File: config.mk
export PLATFORM = sky130hd
export DESIGN_NAME = serial_adder_ctrl
export DESIGN_NICKNAME = d
export VERILOG_FILES = /design/src/rtl/serial_adder_ctrl_pkg.sv /design/src/rtl/serial_adder_ctrl_full_adder.sv /design/src/rtl/serial_adder_ctrl.sv
export SDC_FILE = /design/constraint.sdc
export NUM_CORES = 1
export LEC_CHECK = 0
export ABC_AREA = 1
export CAP_MARGIN = 30
export CORE_ASPECT_RATIO = 1.2
export CORE_MARGIN = 5
export CORE_UTILIZATION = 40
export DETAILED_ROUTE_END_ITERATION = 10
export GPL_TIMING_DRIVEN = 0
export PLACE_DENSITY = 0.74
export SYNTH_ARGS = -nofsm -noshare
export SYNTH_HDL_FRONTEND = slang
export SYNTH_HIERARCHICAL = 1
export SYNTH_SLANG_ARGS = --single-unit
File: constraint.sdc
create_clock -name clk -period 1.6 [get_ports clk]
set_input_delay 0.32 -clock clk [delete_from_list [all_inputs] [get_ports clk]]
set_output_delay 0.32 -clock clk [all_outputs]
set_load 0.03 [all_outputs]
File: src/rtl/serial_adder_ctrl_pkg.sv
// serial_adder_ctrl_pkg: shared FSM encoding and limits for the bit-serial adder.
// SERIAL_ADDER_SUB_EN enables subtract mode (A-B via inverted B and carry preload).
package serial_adder_ctrl_pkg;

    typedef enum logic [1:0] {
        IDLE = 2'b00,
        RUN  = 2'b01,
        DONE = 2'b10
    } state_e;

    localparam int MAX_WIDTH = 32;

`ifdef SERIAL_ADDER_SUB_EN
    localparam bit SUB_EN = 1'b1;
`else
    localparam bit SUB_EN = 1'b0;
`endif

endpackage

File: src/rtl/serial_adder_ctrl_full_adder.sv
// fullAdder: single-bit full-adder cell shared across the team's serial datapaths.
module fullAdder (
    input  logic a_i,
    input  logic b_i,
    input  logic cin_i,
    output logic sum_o,
    output logic cout_o
);

    assign sum_o  = a_i ^ b_i ^ cin_i;
    assign cout_o = (a_i & b_i) | (cin_i & (a_i ^ b_i));

endmodule

File: src/rtl/serial_adder_ctrl.sv
// serial_adder_ctrl: LSB-first bit-serial add through one fullAdder, one bit per clock.
// Define SERIAL_ADDER_SUB_EN to honour the sub input (A-B, cout_out=1 means no borrow).
module serial_adder_ctrl
    import serial_adder_ctrl_pkg::*;
#(
    parameter int WIDTH = 8
) (
    input  logic             clk,
    input  logic             rst,
    input  logic             start,
    input  logic [WIDTH-1:0] a_in,
    input  logic [WIDTH-1:0] b_in,
    input  logic             sub,
    output logic             busy,
    output logic             result_valid,
    output logic [WIDTH-1:0] sum_out,
    output logic             cout_out
);

    localparam int CW = $clog2(WIDTH);

    state_e           state_q;
    logic [WIDTH-1:0] a_q, b_q, acc_q, sum_q;
    logic [CW-1:0]    count_q;
    logic             carry_q, sub_q, busy_q, valid_q, cout_q;
    logic             b_bit_d, sum_bit_d, carry_d;
    logic [WIDTH-1:0] acc_d;

    // Operands shift right so bit[count] is always presented at position 0.
    assign b_bit_d = b_q[0] ^ sub_q;
    assign acc_d   = {sum_bit_d, acc_q[WIDTH-1:1]};

    fullAdder u_fa (
        .a_i   (a_q[0]),
        .b_i   (b_bit_d),
        .cin_i (carry_q),
        .sum_o (sum_bit_d),
        .cout_o(carry_d)
    );

    always_ff @(posedge clk or posedge rst) begin
        if (rst) begin
            state_q <= IDLE;
            a_q     <= '0;
            b_q     <= '0;
            acc_q   <= '0;
            sum_q   <= '0;
            count_q <= '0;
            carry_q <= 1'b0;
            sub_q   <= 1'b0;
            busy_q  <= 1'b0;
            valid_q <= 1'b0;
            cout_q  <= 1'b0;
        end else begin
            case (state_q)
                IDLE: begin
                    if (start) begin
                        a_q     <= a_in;
                        b_q     <= b_in;
                        sub_q   <= SUB_EN & sub;
                        carry_q <= SUB_EN & sub;
                        count_q <= '0;
                        busy_q  <= 1'b1;
                        state_q <= RUN;
                    end
                end
                RUN: begin
                    a_q     <= a_q >> 1;
                    b_q     <= b_q >> 1;
                    acc_q   <= acc_d;
                    carry_q <= carry_d;
                    count_q <= count_q + 1'b1;
                    if (count_q == CW'(WIDTH - 1)) begin
                        sum_q   <= acc_d;
                        cout_q  <= carry_d;
                        valid_q <= 1'b1;
                        state_q <= DONE;
                    end
                end
                DONE: begin
                    valid_q <= 1'b0;
                    busy_q  <= 1'b0;
                    state_q <= IDLE;
                end
                default: state_q <= IDLE;
            endcase
        end
    end

    assign busy         = busy_q;
    assign result_valid = valid_q;
    assign sum_out      = sum_q;
    assign cout_out     = cout_q;

endmodule

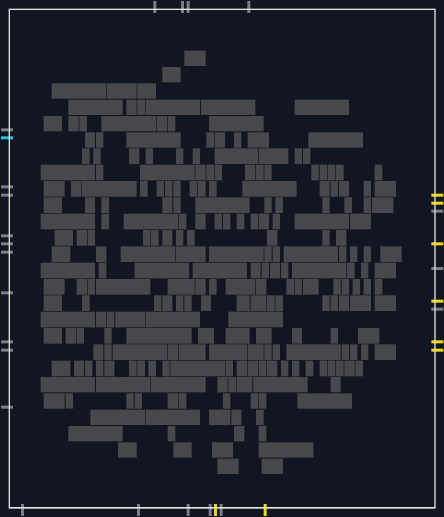
run_1/pinout.png
Drawn at 6 px/um. Pins as bars across the die edge, other pins in gray.
- cyan: clk (pins 1; direction input; edge left)
- yellow: a_in (pins 8; direction input; edge 6 right, 2 bottom)

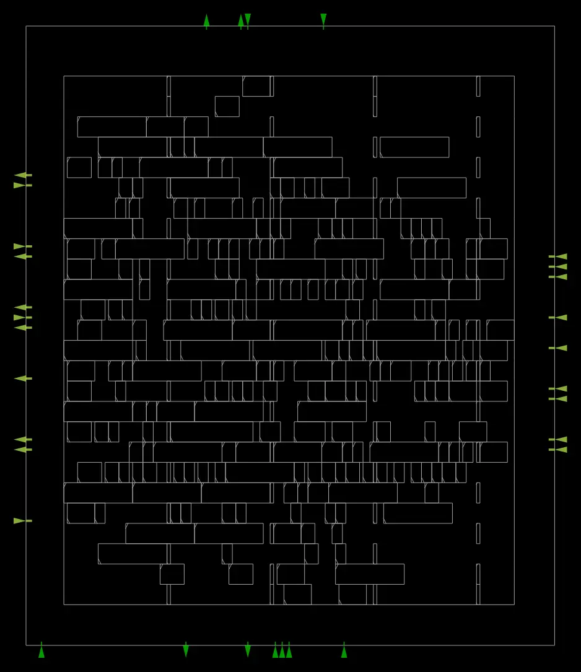
run_1/placed.png
Seq/total area: 45.0%
Tap Cells: 56
Core ar.: 4260 um2
num rows: 26
Seq Cell Count: 40

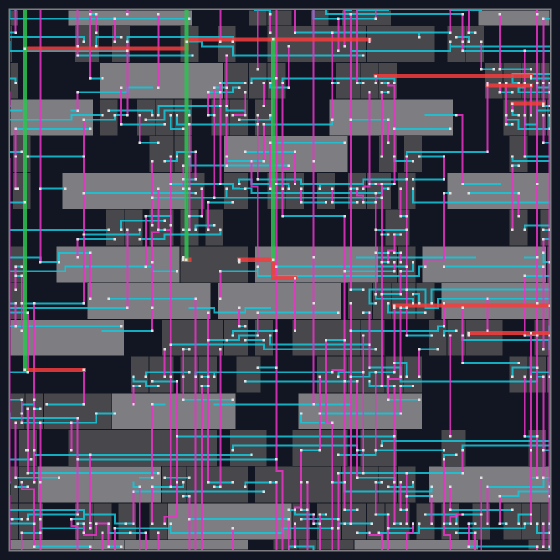
run_1/closeup.png
Window x 15 to 55, y 21 to 61 um. Cells in gray, sequential cells in the stronger gray; small squares are vias.
- red: M3
- cyan: M1
- magenta: M2
- green: M4
- cells with their middle in the window: 129
- netlist names of flops here include: b_q (6), a_q (4), acc_q (3)
- most frequent: nand2_1 (65), dfrtp_1 (18), nand3_1 (11)
- sequential cells in the window: 18

==> run 1: sequential cells by signal, indices dropped and copies added, names as in the netlist <==
register / flops
a_q: 8
b_q: 8
sum_out: 8
acc_q: 7
count_q: 3
state_q: 2
busy: 1
carry_q: 1
cout_out: 1
result_valid: 1
==> run 1: per-layer routing <==
layer  global-route usage (%)  wire (um)  part of all wire, %
met3                     3.99        204                  5.6
met2                     23.5       1700                   46
met1                     17.6       1690                   46
met5                        0          0                    0
met4                     5.64         70                  1.9
==> run 1: cell type report <==
cell class	instances	area (um2)	share of cell area (%)
Multi-Input combinational cell	146	647	29.1
Clock buffer	5	68.8	3.10
Inverter	13	48.8	2.19
Tap cell	56	70.1	3.15
Clock inverter	3	42.5	1.91
Buffer	10	68.8	3.10
Timing Repair Buffer	29	277	12.4
Sequential cell	40	1000	45.0
==> metrics.yaml, run 1 <==
outcome: "finished, final reports clean"
first_global_vias: 1543
r2r_slack_ns: 0.28
syn_area_per_cell_um2: 8.42
rsz0062_at_grt: "no"
powerComb_mw: 1.75
drtIter0Drc: 46
final.setup_skew_ns: 0.00420
insertedDiodeCount: 0
synth_cell_types: 17
synth_adder_area_share_pct: 2.55
p_switching_mw: 1.71
hold_depth: 2
hpwl_um: 2550
firstDrtPassIters: 4
post_cts_resized: 11
cts_tree: "done"
die_area_um2: 5860
peakVddDrop_uv: 1220
topCombFamilyByArea: "simple AND/OR/NAND/NOR gates"
cp_top_family: "buffers and inverters"
dp_cells: 295
finalCriticalPeriod_ns: 1.38
stdcell_count: 302
grt_usage_pct: 14.3
clock_path_buffers: 2
place_ws_ns: 0.0104
leakage_nw: 1.18
crit_path_end: "result_valid"
timing_worst_setup_path_type: "flop to output port"
grt-ovfl-total: 0
antenna_found_initial: 0
top_cells_by_area: "dfrtp_1 (57%), nand2_1 (21%), o21ai_0 (5.7%)"
cp-startpoint: "result_valid"
ys_warn_count: 6
nNetsFinal: 268
fin_ws_ns: 0.221
wl_um: 3660
edf_count: 0
yosys.area.top_type: "dfrtp_1"
viasPerCell: 4.74
drc_errors: 0
hold_viol: 0
fmax_mhz: 725
reg2regPathDepth: 6
synthArstFlopShare_pct: 100
run_1/layers.png
Drawn at 4 px/um. Only two layers are drawn.
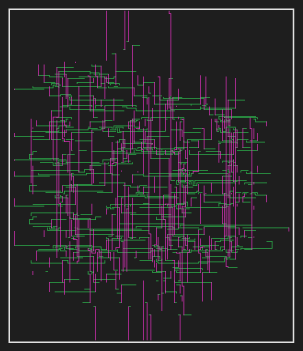

==> run 1 -> run 2 <==
Settings changed: CORE_UTILIZATION 40 to 30, PLACE_DENSITY 0.74 to 0.61.
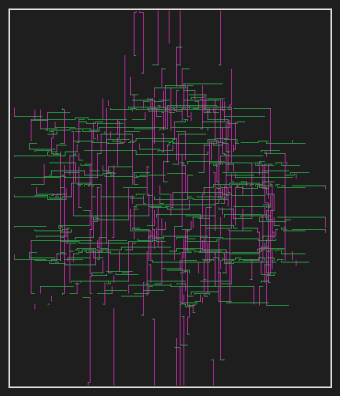
run_2/layers.png
Drawn at 4 px/um. Only two layers are drawn.
- magenta: M2 (wire length 1710 um)
- green: M1 (wire length 1820 um)

==> run 2 against run 1 <==
  * Design area is 1.4% higher
  * Largest cell class unchanged
  * Fmax is 0.57% lower
  * Non-clock buffer count stayed put
  * Critical path depth stayed put
  * Die size is 29% higher
==> metrics.yaml, run 2 <==
fin_ws_ns: 0.213
ys_warn_count: 6
seqAreaFraction_pct: 44.4
busiest_layer: "met2"
flops: 40
largest_class: "registers"
powerComb_mw: 1.74
outcome: "finished, final reports clean"
finalCriticalPeriod_ns: 1.39
inverters: 13
hpwl_um: 2560
clock_path_buffers: 2
drtIter0Drc: 85
routed.top_layer: "met4"
dp_cells: 319
final.setup_skew_ns: 0.00524
wl_met3_um: 153
place_ws_ns: -0.0278
die_area_um2: 7540
wirelength_met1_um: 1820
comb_area_share_pct: 28.7
logic_gate_count: 146
rows: 30
leakage_nw: 1.18
coreArea_um2: 5710
viasPerCell: 4.20
use_met2_pct: 18.6
grt_usage_pct: 11.7
timing_worst_setup_path_type: "flop to output port"
[run 2: logic make-up (layout without fill, tap and decap cells)]
logic type	Yosys count	in the layout	synth area share, %
and+or+nand+nor	122	122	28.1
DFF	40	40	56.6
AOI/OAI and AO/OA	21	21	5.94
buffers and inverters	24	60	6.86
adders and majority gates	3	3	2.55
[run 2: worst paths after layout]
path / to / slack, ns / cells past startpoint
setup reg to reg: sum_out[0] / 0.30 / 6
hold reg to reg: sum_out[0] / 0.48 / 2
max in group asynchronous: count_q[2] / 0.58 / 2
min in group asynchronous: sum_out[2] / 0.50 / 2
setup / recovery: cout_out / 0.21 / 1
hold / removal: sum_out[0] / 0.48 / 2
[run 2: repair_timing]
action	CTS	global route
setup endpoints to repair	19	0
gates resized	11	0
endpoints found under the hold margin	0	0
